==> src/rtl/mux_pipe_reg_if.sv <==
// Bus bundle for mux_pipe_reg: channel inputs, pipeline controls and registered outputs.
// The master drives the stimulus side and the slave is the pipeline itself.
interface mux_pipe_reg_if #(
    parameter int WIDTH  = 8,
    parameter int NUM_CH = 4,
    parameter int SEL_W  = 2,
    parameter int OCC_W  = 2
);
    logic [NUM_CH*WIDTH-1:0] d;
    logic [SEL_W-1:0]        sel;
    logic                    vld_in;
    logic                    en;
    logic                    flush;
    logic [WIDTH-1:0]        q;
    logic                    vld_out;
    logic [OCC_W-1:0]        occ;
    logic                    sel_err;

    modport master (
        output d, sel, vld_in, en, flush,
        input  q, vld_out, occ, sel_err
    );

    modport slave (
        input  d, sel, vld_in, en, flush,
        output q, vld_out, occ, sel_err
    );
endinterface

==> src/rtl/mux_pipe_reg.sv <==
// NUM_CH:1 channel mux feeding a DEPTH-stage stallable delay line.
// Each stage carries a valid bit; tracks occupancy and a sticky select-error flag.
module mux_pipe_reg #(
    parameter int WIDTH  = 8,
    parameter int NUM_CH = 4,
    parameter int SEL_W  = 2,
    parameter int DEPTH  = 3,
    parameter int OCC_W  = 2
) (
    input  logic           clk,
    input  logic           rst,
    mux_pipe_reg_if.slave  bus
);
    logic [WIDTH-1:0] data_q [DEPTH];
    logic [WIDTH-1:0] data_d [DEPTH];
    logic [DEPTH-1:0] vld_q;
    logic [DEPTH-1:0] vld_d;
    logic [OCC_W-1:0] occ_q;
    logic [OCC_W-1:0] occ_d;
    logic             sel_err_q;
    logic             sel_err_d;

    logic [WIDTH-1:0] mux_word;
    logic             sel_ok;

    // Out-of-range selects fall through to channel 0.
    always_comb begin
        mux_word = bus.d[0 +: WIDTH];
        sel_ok   = 1'b0;
        for (int i = 0; i < NUM_CH; i++) begin
            if (int'(bus.sel) == i) begin
                mux_word = bus.d[i*WIDTH +: WIDTH];
                sel_ok   = 1'b1;
            end
        end
    end

    always_comb begin
        data_d    = data_q;
        vld_d     = vld_q;
        occ_d     = occ_q;
        sel_err_d = sel_err_q;
        if (bus.flush) begin
            vld_d = '0;
            occ_d = '0;
        end else if (bus.en) begin
            data_d[0] = mux_word;
            vld_d[0]  = bus.vld_in;
            for (int k = 1; k < DEPTH; k++) begin
                data_d[k] = data_q[k-1];
                vld_d[k]  = vld_q[k-1];
            end
            case ({bus.vld_in, vld_q[DEPTH-1]})
                2'b10:   occ_d = occ_q + OCC_W'(1);
                2'b01:   occ_d = occ_q - OCC_W'(1);
                default: occ_d = occ_q;
            endcase
            if (bus.vld_in && !sel_ok) begin
                sel_err_d = 1'b1;
            end
        end
    end

    always_ff @(posedge clk) begin
        if (rst) begin
            for (int k = 0; k < DEPTH; k++) begin
                data_q[k] <= '0;
            end
            vld_q     <= '0;
            occ_q     <= '0;
            sel_err_q <= 1'b0;
        end else begin
            for (int k = 0; k < DEPTH; k++) begin
                data_q[k] <= data_d[k];
            end
            vld_q     <= vld_d;
            occ_q     <= occ_d;
            sel_err_q <= sel_err_d;
        end
    end

    assign bus.q       = data_q[DEPTH-1];
    assign bus.vld_out = vld_q[DEPTH-1];
    assign bus.occ     = occ_q;
    assign bus.sel_err = sel_err_q;
endmodule
==> src/flat_wrapper.sv <==
// flat-port wrapper written by rule: the top's interface ports become plain ports
module mux_pipe_reg_flat 
#(
    parameter int WIDTH  = 8,
    parameter int NUM_CH = 4,
    parameter int SEL_W  = 2,
    parameter int DEPTH  = 3,
    parameter int OCC_W  = 2
)
  (clk, rst, bus_d, bus_sel, bus_vld_in, bus_en, bus_flush, bus_q, bus_vld_out, bus_occ, bus_sel_err);
  mux_pipe_reg_if #(.WIDTH(WIDTH), .NUM_CH(NUM_CH), .SEL_W(SEL_W), .OCC_W(OCC_W)) bus_i ();
  input  logic clk;
  input  logic rst;
  input wire logic [$bits(bus_i.d)-1:0] bus_d;
  input wire logic [$bits(bus_i.sel)-1:0] bus_sel;
  input wire logic [$bits(bus_i.vld_in)-1:0] bus_vld_in;
  input wire logic [$bits(bus_i.en)-1:0] bus_en;
  input wire logic [$bits(bus_i.flush)-1:0] bus_flush;
  output wire logic [$bits(bus_i.q)-1:0] bus_q;
  output wire logic [$bits(bus_i.vld_out)-1:0] bus_vld_out;
  output wire logic [$bits(bus_i.occ)-1:0] bus_occ;
  output wire logic [$bits(bus_i.sel_err)-1:0] bus_sel_err;
  assign bus_i.d = bus_d;
  assign bus_i.sel = bus_sel;
  assign bus_i.vld_in = bus_vld_in;
  assign bus_i.en = bus_en;
  assign bus_i.flush = bus_flush;
  assign bus_q = bus_i.q;
  assign bus_vld_out = bus_i.vld_out;
  assign bus_occ = bus_i.occ;
  assign bus_sel_err = bus_i.sel_err;
  mux_pipe_reg #(.WIDTH(WIDTH), .NUM_CH(NUM_CH), .SEL_W(SEL_W), .DEPTH(DEPTH), .OCC_W(OCC_W)) u_core (.clk(clk), .rst(rst), .bus(bus_i));
endmodule
==> config.mk <==
export PLATFORM = sky130hd
export DESIGN_NAME = mux_pipe_reg_flat
export DESIGN_NICKNAME = d
export VERILOG_FILES = /design/src/rtl/mux_pipe_reg_if.sv /design/src/rtl/mux_pipe_reg.sv /design/src/flat_wrapper.sv
export SDC_FILE = /design/constraint.sdc
export NUM_CORES = 1
export LEC_CHECK = 0
export CORE_MARGIN = 10
export CORE_UTILIZATION = 40
export DETAILED_ROUTE_END_ITERATION = 6
export PLACE_DENSITY = 0.73
export SYNTH_ARGS = -nofsm -noshare
export SYNTH_HDL_FRONTEND = slang
export SYNTH_SLANG_ARGS = --single-unit
==> constraint.sdc <==
create_clock -name clk -period 1.45 [get_ports clk]
set_input_delay 0.29 -clock clk [delete_from_list [all_inputs] [get_ports clk]]
set_output_delay 0.29 -clock clk [all_outputs]
set_load 0.005 [all_outputs]
==> flow_metrics.tcl, run 1 <==
# place-and-route summary
set metrics [dict create \
    seq-power_uw 854 \
    cts_tree "built" \
    synth_seq_share_pct 42.0 \
    seq_area_share_pct 29.9 \
    track_usage_pct 10.2 \
    core_um2 3390 \
    synth-edff-count 0 \
    setup.worst_path.class "in2reg" \
    path_depth 5 \
    ys.flops 30 \
    drive_gt1_share_pct 21.5 \
    cp-start-kind "primary input" \
    tapcell.inserted 46 \
    cts.sinks 30 \
    final.period_utilization_pct 94.9 \
    rsz0062_at_grt "no" \
    nNetsFinal 234 \
    final.min_clock_period_ns 1.38 \
    drtIter0Drc 91 \
    required_ns 1.68 \
    top_layer "met4" \
    final.setup.tns_ns 0 \
    whs_ns 0.343 \
    antenna_found_initial 0 \
    power_mw 2.00 \
    hold_buffers 0 \
    common_cells "46 x nand2_1, 30 x dfxtp_1, 16 x a21oi_1" \
    switching_share_pct 19.8 \
    drc 0 \
    die_w_um 79.8 \
    insertedDiodeCount 0 \
    syn_avg_cell_area_um2 9.59 \
    nFillCells 288 \
    lay_top_cells "46 x nand2_1, 37 x clkdlybuf4s50_1, 24 x dfxtp_1" \
    initial_core_util_pct 42.2 \
    ys_types 24 \
    holdPathStages 3 \
    htreeDepth 2 \
    cts_buffers 5 \
    fmax_mhz 727 \
    synth_top_flop_cell "dfxtp_1" \
    area_growth_pct 42.5 \
    dieHeight_um 79.8 \
    grt_max_degree 25 \
    grt-ovfl-total 0 \
    synthCells 149 \
    route.detailed.wl_per_inst_um 13.1 \
    yosys_area_um2 1430 \
    rows 21 \
    warnings 26 \
    outcome "finished clean" \
    grt_pass1_vias 1214 \
    multi_input_comb_cells 97 \
    maxCapViolations 0 \
    combPwrFrac_pct 13.5 \
    dpl_cell_area_um2 1930 \
    m1WireLength_um 1250 \
    logic_area_um2 653 \
    clkCellAreaFrac_pct 5.47 \
    reg2reg_depth 4 \
    largest_class "multi-input combinational cells" \
    synth_nets 189 \
    largest_reg_flops 16 \
    path_buffers 2 \
    sh_comb_area_pct 32.1 \
    power_frac_clock_pct 43.8 \
    regMostFlops "u_core.data_q" \
    wl_met2_um 1530 \
    fin_ws_ns 0.0739 \
    dpl_worst_slack_ns -0.305 \
    buffers 58 \
    clockBufferDepth 2 \
    dp_cells 233 \
    rrSetupSlack_ns 0.21 \
    place_congestion 0.696 \
    slew_headroom_pct 80.3 \
    synth.top_cell.area_share_pct 42.0 \
    crit_chain "clkdlybuf4s50_1 -> buf_12 -> mux4_2 -> nand2_1 -> a21oi_2" \
    slowest_delay_ns 0.51 \
    crit_slowest_cell "clkdlybuf4s50_1" \
    post_cts_buffers 0 \
    p_leak_nw 0.791 \
    n_clock_buffer 6 \
    fin_util_pct 60.1 \
    area_leaders "dfxtp_1 42%, mux4_2 13%, nand2_1 12%, buf_6 6.3%, a21oi_1 5.6%" \
    vias_per_cell 4.70 \
    yosysWarnings 0 \
    setup_violations 0 \
    comb_cell_power_uw 269 \
    grtUsageMet2_pct 16.3 \
    dp_hpwl_um 2550 \
    hold_violations 0 \
    synth.most_common_cell "nand2_1" \
    met3_length_um 307 \
    cts_resized 18 \
    power.group.top "the clock network" \
    final_area_um2 2040 \
    p_sw_uw 396 \
]
run 1: worst paths after layout:
kind / start / end
min: bus_vld_in / u_core.vld_q[0]
max: bus_sel[0] / u_core.data_q[22]
max reg2reg: u_core.vld_q[2] / u_core.bus.occ[1]
min reg2reg: u_core.data_q[11] / u_core.bus.q[3]
run 1: kinds of logic (layout without fill, tap and decap cells):
logic type | after synthesis | after routing | share of synthesized area (%)
and+or+nand+nor | 57 | 57 | 16.7
DFF | 30 | 30 | 42.0
AOI/OAI and AO/OA | 26 | 26 | 12.2
buffers and inverters | 22 | 68 | 12.3
muxes | 11 | 11 | 14.7
xor gates and xnor gates | 2 | 2 | 1.23
adders and majority gates | 1 | 1 | 0.876
**Run 1: clock routing**

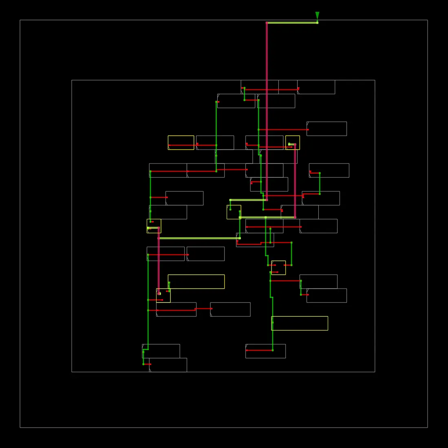
Latency at later pin: 0.33 ns
Seq cells: 30

**Run 1: clock wires, drivers and flops**

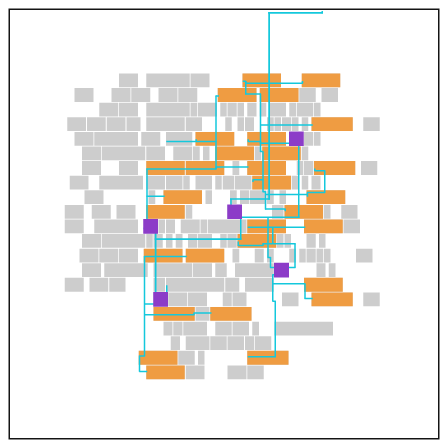
Key: clock-net drivers = purple [count 5]; clock wires = cyan [length 380 um]; flip-flops = orange [count 30]
There are 6 routed clock nets.

**Run 1: M1 wires**

Supply wires on this layer in gray. Cells faint in the background.
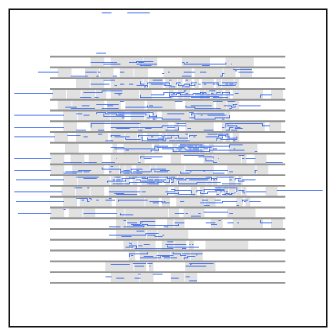
The layer holds 40% of the routed length. The wires run mostly horizontal. 211 nets have wire on it. The longest straight run is 12.9 um.
M1 GR Usage: 10.7%
Total Routed Length: 3150 um
DR vias: 1133

==> run 2, diff against run 1 <==
PLACE_DENSITY = default   (was 0.73)
PLACE_DENSITY_LB_ADDON = 0.05   (was default)
REMOVE_ABC_BUFFERS = 1   (was default)
SKIP_CTS_REPAIR_TIMING = 1   (was default)
**Run 2: cell classes on the final placement**

Bar = 20 um.
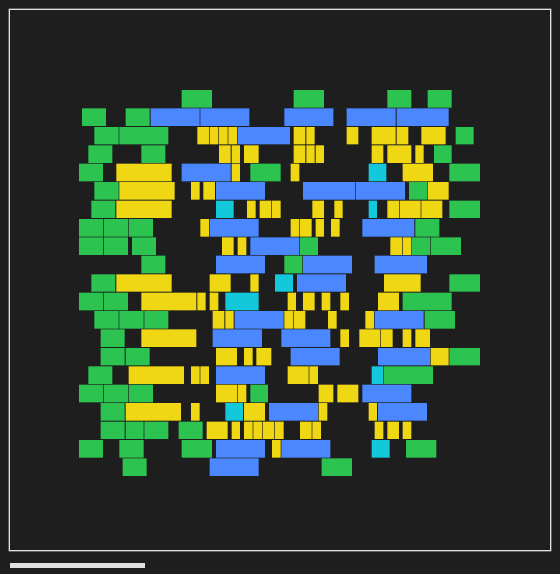
Key: clock drivers and dummy loads = cyan [cells 8, share of their area 3.0%]; registers = blue [cells 30, share of their area 31%]; remaining logic cells = yellow [cells 99, share of their area 33%]; remaining buffers and delay cells = green [cells 61, share of their area 33%]

**Run 2: clock wires, drivers and flops**

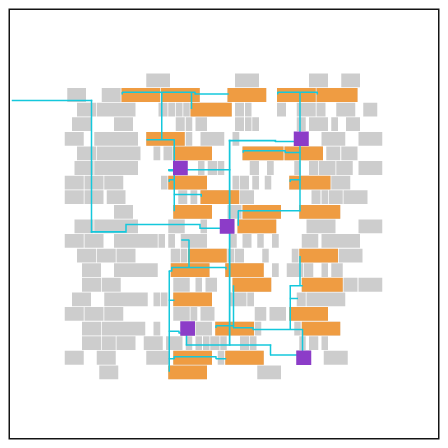
clock share of power: 30.9%
Final Skew: 0.00245 ns
Latency at later pin: 0.32 ns
Clk power: 503 uW

**Run 2: clock routing**

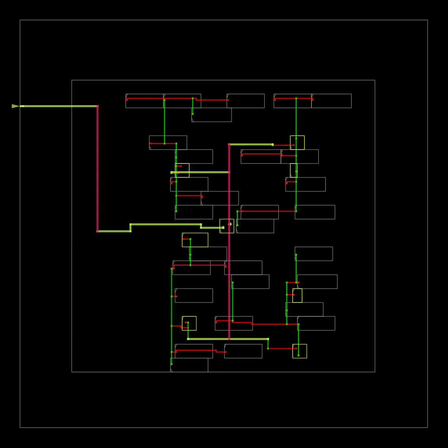
CTS Buf Count: 5
Num Clock Sinks: 30
clock buffers: 7

==> run 2 against run 1 <==
  * Wire length is 2.0% higher
  * Critical path depth up 1
  * Non-clock buffer count increased by 3
  * Sequential share of layout area about the same
  * Critical path type unchanged
  * Register-to-register slack worse by 0.13 ns
  * Critical endpoint is now u_core.bus.occ[1]
  * Clock-buffer cell count is 1 higher
==> flow_metrics.tcl, run 2 <==
# place-and-route summary
set metrics [dict create \
    rrSetupSlack_ns 0.08 \
    final.setup.tns_ns 0 \
    maxCapViolations 0 \
    grt-ovfl-total 0 \
    yosysWarnings 0 \
    m1WireLength_um 1380 \
    final.min_clock_period_ns 1.39 \
    grt_max_degree 25 \
    ys_sh_mux_pct 14.7 \
    vias 1139 \
    dp_hpwl_um 2500 \
    grt_pass1_wl_um 4970 \
    dpl_cell_area_um2 1920 \
    end_kind "flop" \
    cp-start-kind "primary input" \
    drc 0 \
    cts_tree "built" \
    combPwrFrac_pct 16.7 \
    outcome "finished clean" \
    ys.flops 30 \
    p_sw_uw 373 \
    warnings 25 \
    power_mw 1.63 \
    common_cells "46 x nand2_1, 30 x dfxtp_1, 16 x a21oi_1" \
    final.period_utilization_pct 95.8 \
    required_ns 1.72 \
    synthTopLogicFamily "simple AND/OR/NAND/NOR gates" \
    compound_area_share_pct 12.2 \
    nNetsFinal 237 \
    vias_per_cell 4.67 \
    grt_use_met1_pct 10.8 \
    die_w_um 79.8 \
    hold_violations 0 \
    track_usage_pct 10.1 \
    htreeDepth 2 \
    met3_length_um 392 \
    setup_violations 0 \
    wl_met2_um 1380 \
    rows 21 \
    area_leaders "dfxtp_1 42%, mux4_2 13%, nand2_1 12%, buf_6 6.3%, a21oi_1 5.6%" \
    ys_sh_xor_pct 1.23 \
    core_um2 3390 \
    ys_sh_adder_pct 0.876 \
    whs_ns 0.445 \
    drive_gt1_share_pct 22.2 \
    seq-power_uw 853 \
    final_area_um2 2040 \
    largest_reg_flops 16 \
    slew_headroom_pct 82.2 \
    insertedDiodeCount 0 \
    synth_seq_share_pct 42.0 \
    lay_top_cells "46 x nand2_1, 38 x clkdlybuf4s50_1, 24 x dfxtp_1" \
    clockBufferDepth 2 \
    syn_avg_cell_area_um2 9.59 \
    synth_area_um2 1430 \
    routed_wl_um 3210 \
    synthCells 149 \
    route.detailed.wl_per_inst_um 13.2 \
    ys_cells 149 \
    synth_top_flop_cell "dfxtp_1" \
    rsz0062_at_grt "no" \
    arrival_ns 1.66 \
    p_leak_nw 0.935 \
    power.group.top "sequential cells" \
    ys_sh_simple_pct 16.7 \
    path_clk_slew_ns 0.09 \
    initial_core_util_pct 42.2 \
    fin_ws_ns 0.0607 \
    antenna_found_initial 0 \
    setup.worst_path.class "in2reg" \
    grtUsageMet2_pct 14.2 \
    regMostFlops "u_core.data_q" \
    drtIter0Drc 36 \
    fmax_mhz 720 \
    dieHeight_um 79.8 \
    tightest_slew_ns 0.266 \
    dpl_worst_slack_ns -0.281 \
    area_growth_pct 42.6 \
    synth.most_common_cell "nand2_1" \
    top_layer "met4" \
    yosys_area_um2 1430 \
    dp_cells 234 \
    grt_pass1_vias 1130 \
    fin_util_pct 60.1 \
    place_congestion 0.686 \
    synth.top_cell.area_share_pct 42.0 \
    ys_types 24 \
    switching_share_pct 22.9 \
    comb_cell_power_uw 271 \
    synth-edff-count 0 \
]
==> run 2: worst paths after layout <==
| path | startpoint | to | depth (start not counted) |
|---|---|---|---|
| worst max-delay path | bus_vld_in | u_core.bus.occ[1] | 6 |
| worst min-delay path | u_core.data_q[10] | u_core.bus.q[2] | 2 |
| worst max register to register | u_core.vld_q[2] | u_core.bus.occ[1] | 5 |
| worst min register to register | u_core.data_q[10] | u_core.bus.q[2] | 2 |
==> run 2: area by class of cell <==
class	count	area [um^2]
fillers	314	1350
flip-flops and latches	30	608
multi-input cells	97	653
clock inverters	1	5.00
repair buffers	61	651
well taps	46	57.6
clock buffers	7	55.1
inverters	2	7.51
==> run 2: critical path: stages <==
cell	delay, ns
clkdlybuf4s50_1	0.48
inv_1	0.04
ha_1	0.18
xor2_1	0.17
a2111oi_2	0.36
a31o_1	0.14
==> run 3, diff against run 2 <==
GPL_ROUTABILITY_DRIVEN = 0   (was default)
**Run 3: cell classes on the final placement**

Bar = 20 um.
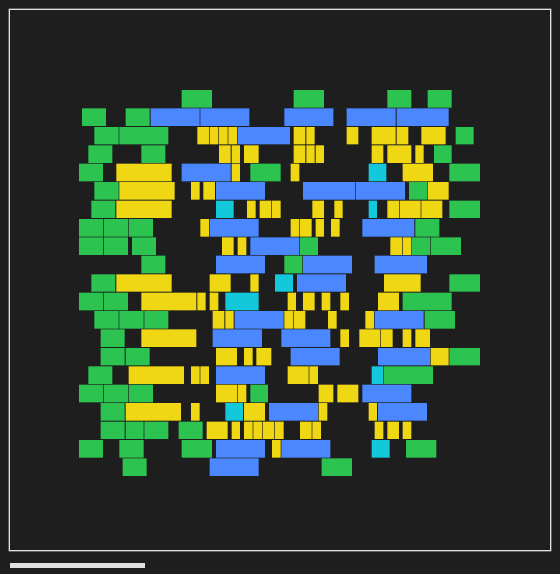
Key: remaining buffers and delay cells = green [cells 61, share of their area 33%]; registers = blue [cells 30, share of their area 31%]; clock drivers and dummy loads = cyan [cells 8, share of their area 3.0%]; remaining logic cells = yellow [cells 99, share of their area 33%]
final instance area: 2040 um^2
Util after Layout: 60.1%
row count: 21

**Run 3: clock routing**

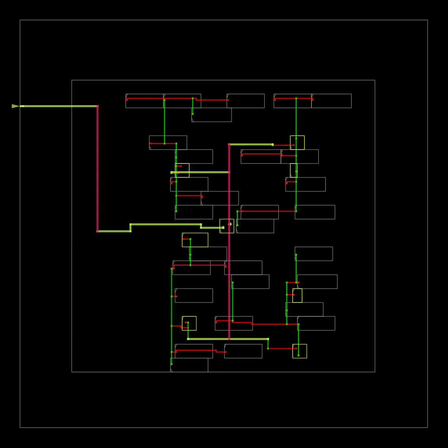

**Run 3: clock wires, drivers and flops**

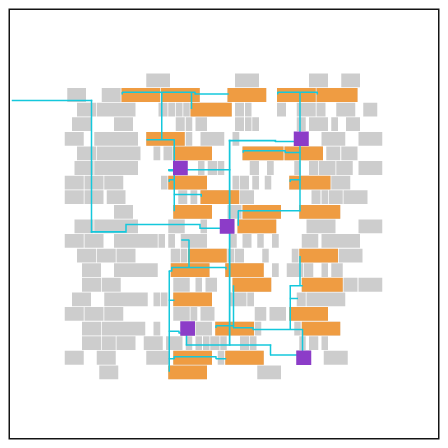

==> run 3 against run 2 <==
  * Global-route usage is the same
  * Clock-buffer cell count unchanged
  * Synthesized cell count stayed put
  * Critical endpoint unchanged
==> flow_metrics.tcl, run 3 <==
# place-and-route summary
set metrics [dict create \
    maxCapViolations 0 \
    grtUsageMet2_pct 14.2 \
    fmax_mhz 720 \
    worstPathMaxFanout 2 \
    track_usage_pct 10.1 \
    final.setup.tns_ns 0 \
    switching_share_pct 22.9 \
    nNetsFinal 237 \
    rrSetupSlack_ns 0.08 \
    seq_cells 30 \
    common_cells "46 x nand2_1, 30 x dfxtp_1, 16 x a21oi_1" \
    cts_buffers 5 \
    synth_area_um2 1430 \
    synth_seq_share_pct 42.0 \
    dieHeight_um 79.8 \
    seq_area_um2 608 \
    drtIter0Drc 36 \
    ys.flops 30 \
    antenna_found_initial 0 \
    synth.top_cell.area_share_pct 42.0 \
    dp_hpwl_um 2500 \
    reg2reg_from "u_core.vld_q[2]" \
    layout.cells.most_common "nand2_1" \
    synth_top_flop_cell "dfxtp_1" \
    top_layer "met4" \
    yosys_area_um2 1430 \
    ys_types 24 \
    grt_max_degree 25 \
    final.min_clock_period_ns 1.39 \
    drive_gt1_share_pct 22.2 \
    peakVddDrop_mv 0.316 \
    clkCellAreaFrac_pct 2.95 \
    seq_power_share_pct 52.4 \
    hold_violations 0 \
    endpoint "u_core.bus.occ[1]" \
    holdPathStages 2 \
    cp-start-kind "primary input" \
    cts.sinks 30 \
    nNonClkInverters 2 \
    hold_path_class "reg2reg" \
    path_clk_slew_ns 0.09 \
    io_pins 51 \
    warnings 25 \
    antenna_left 0 \
    lay_top_cells "46 x nand2_1, 38 x clkdlybuf4s50_1, 24 x dfxtp_1" \
    setup_violations 0 \
    p_sw_uw 373 \
    fin_ws_ns 0.0607 \
    dieArea_um2 6360 \
    r2r_end "u_core.bus.occ[1]" \
    largest_class "multi-input combinational cells" \
    cts_tree "built" \
    logic_area_um2 653 \
    core_um2 3390 \
    synth.most_common_cell "nand2_1" \
    outcome "finished clean" \
    initial_core_util_pct 42.2 \
    combPwrFrac_pct 16.7 \
    buffers 61 \
    tapcell.inserted 46 \
    reg2reg_depth 5 \
    area_leaders "dfxtp_1 42%, mux4_2 13%, nand2_1 12%, buf_6 6.3%, a21oi_1 5.6%" \
    power_mw 1.63 \
    routed_wl_um 3210 \
    rsz0062_at_grt "no" \
    end_kind "flop" \
    met3_length_um 392 \
    route.detailed.wl_per_inst_um 13.2 \
    required_ns 1.72 \
    nFillCells 314 \
    dpl_worst_slack_ns -0.281 \
    internal_power_mw 1.25 \
    startpoint "bus_vld_in" \
    clockBufferDepth 2 \
    dr.pass1.iters 4 \
    wl_met2_um 1380 \
    clk_latency_ns 0.32 \
    htreeDepth 2 \
    final.period_utilization_pct 95.8 \
    largest_reg_flops 16 \
    p_leak_nw 0.935 \
    io_buffers 50 \
    whs_ns 0.445 \
    dpl_cell_area_um2 1920 \
    met3_usage_pct 7.55 \
    grt_pass1_wl_um 4970 \
    grt_pass1_vias 1130 \
    holdPathEnd "u_core.bus.q[2]" \
    syn_avg_cell_area_um2 9.59 \
    die_w_um 79.8 \
    min_from "u_core.data_q[10]" \
    dp_cells 234 \
    buffer_area_share_pct 31.9 \
    finClkSkew_ns 0.00245 \
    drc 0 \
    arrival_ns 1.66 \
    seq_area_share_pct 29.9 \
    ys_cells 149 \
    setup.worst_path.class "in2reg" \
    vias_per_cell 4.67 \
    synthCells 149 \
    power_frac_clock_pct 30.9 \
    sh_comb_area_pct 32.1 \
    insertedDiodeCount 0 \
    yosysWarnings 0 \
    cts_root_buffer "clkbuf_4" \
    n_clock_buffer 7 \
    synthArstFlopShare_pct 0 \
    grt-ovfl-total 0 \
    m1WireLength_um 1380 \
    vias 1139 \
    drv_slew 0 \
    synth_top_cell_by_area "dfxtp_1" \
    slew_headroom_pct 82.2 \
    p_per_area_nw_per_um2 799 \
    synth-edff-count 0 \
    grt_use_met1_pct 10.8 \
    tightest_slew_ns 0.266 \
    final_cells 244 \
    regMostFlops "u_core.data_q" \
    grt_busiest_layer "met2" \
    multi_input_comb_cells 97 \
    area_growth_pct 42.6 \
]
## run 3: worst max-delay path, stage by stage
cell,delay (ns)
clkdlybuf4s50_1,0.48
inv_1,0.04
ha_1,0.18
xor2_1,0.17
a2111oi_2,0.36
a31o_1,0.14
## run 3: kinds of logic after synthesis
logic type,share of synthesized area (%)
AOI/OAI and AO/OA,12.2
muxes,14.7
buffers and inverters,12.3
xor gates and xnor gates,1.23
DFF,42.0
adders and majority gates,0.876
and+or+nand+nor,16.7
## run 3: power groups by stage
stage / Sequential (mW) / Clock [mW] / Combinational [mW]
after detailed placement: 0.873 / 0 / 0.273
after CTS: 0.854 / 0.531 / 0.274
final: 0.853 / 0.503 / 0.271
after floorplan: 0.871 / 0 / 0.0913
after global placement: 0.872 / 0 / 0.267
after global routing: 0.856 / 0.563 / 0.294

==> gallery <==
Cells by drive strength.
picture 1
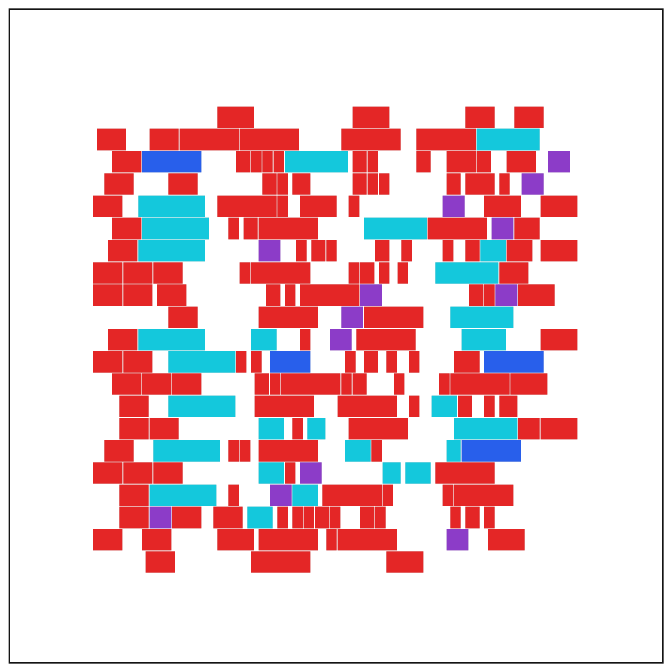
picture 2
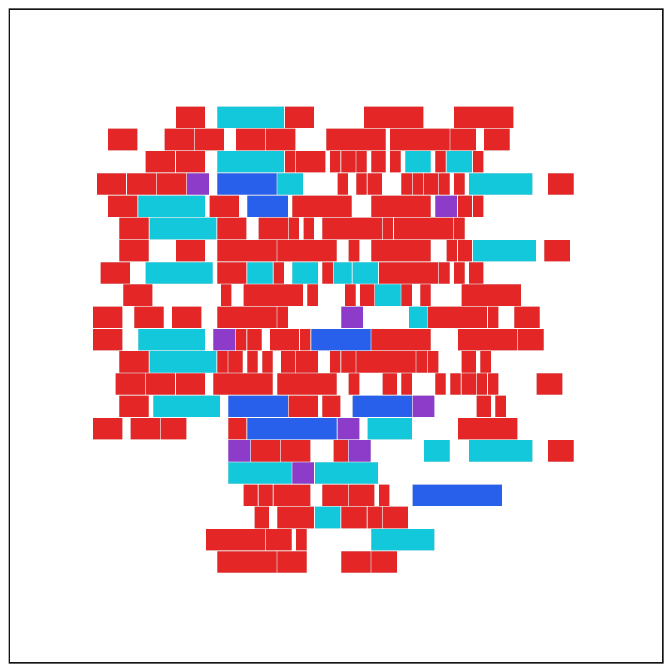
Picture 1 is run 3.
Picture 2 is run 1.

Key to picture 2:
Key: x1 and smaller = red [cells 153, share 78%]; x2 = cyan [cells 26, share 13%]; x6 and larger = blue [cells 7, share 3.6%]; x3 and x4 = purple [cells 9, share 4.6%]

No activity file was given, so power comes from the tool's default toggle rates.
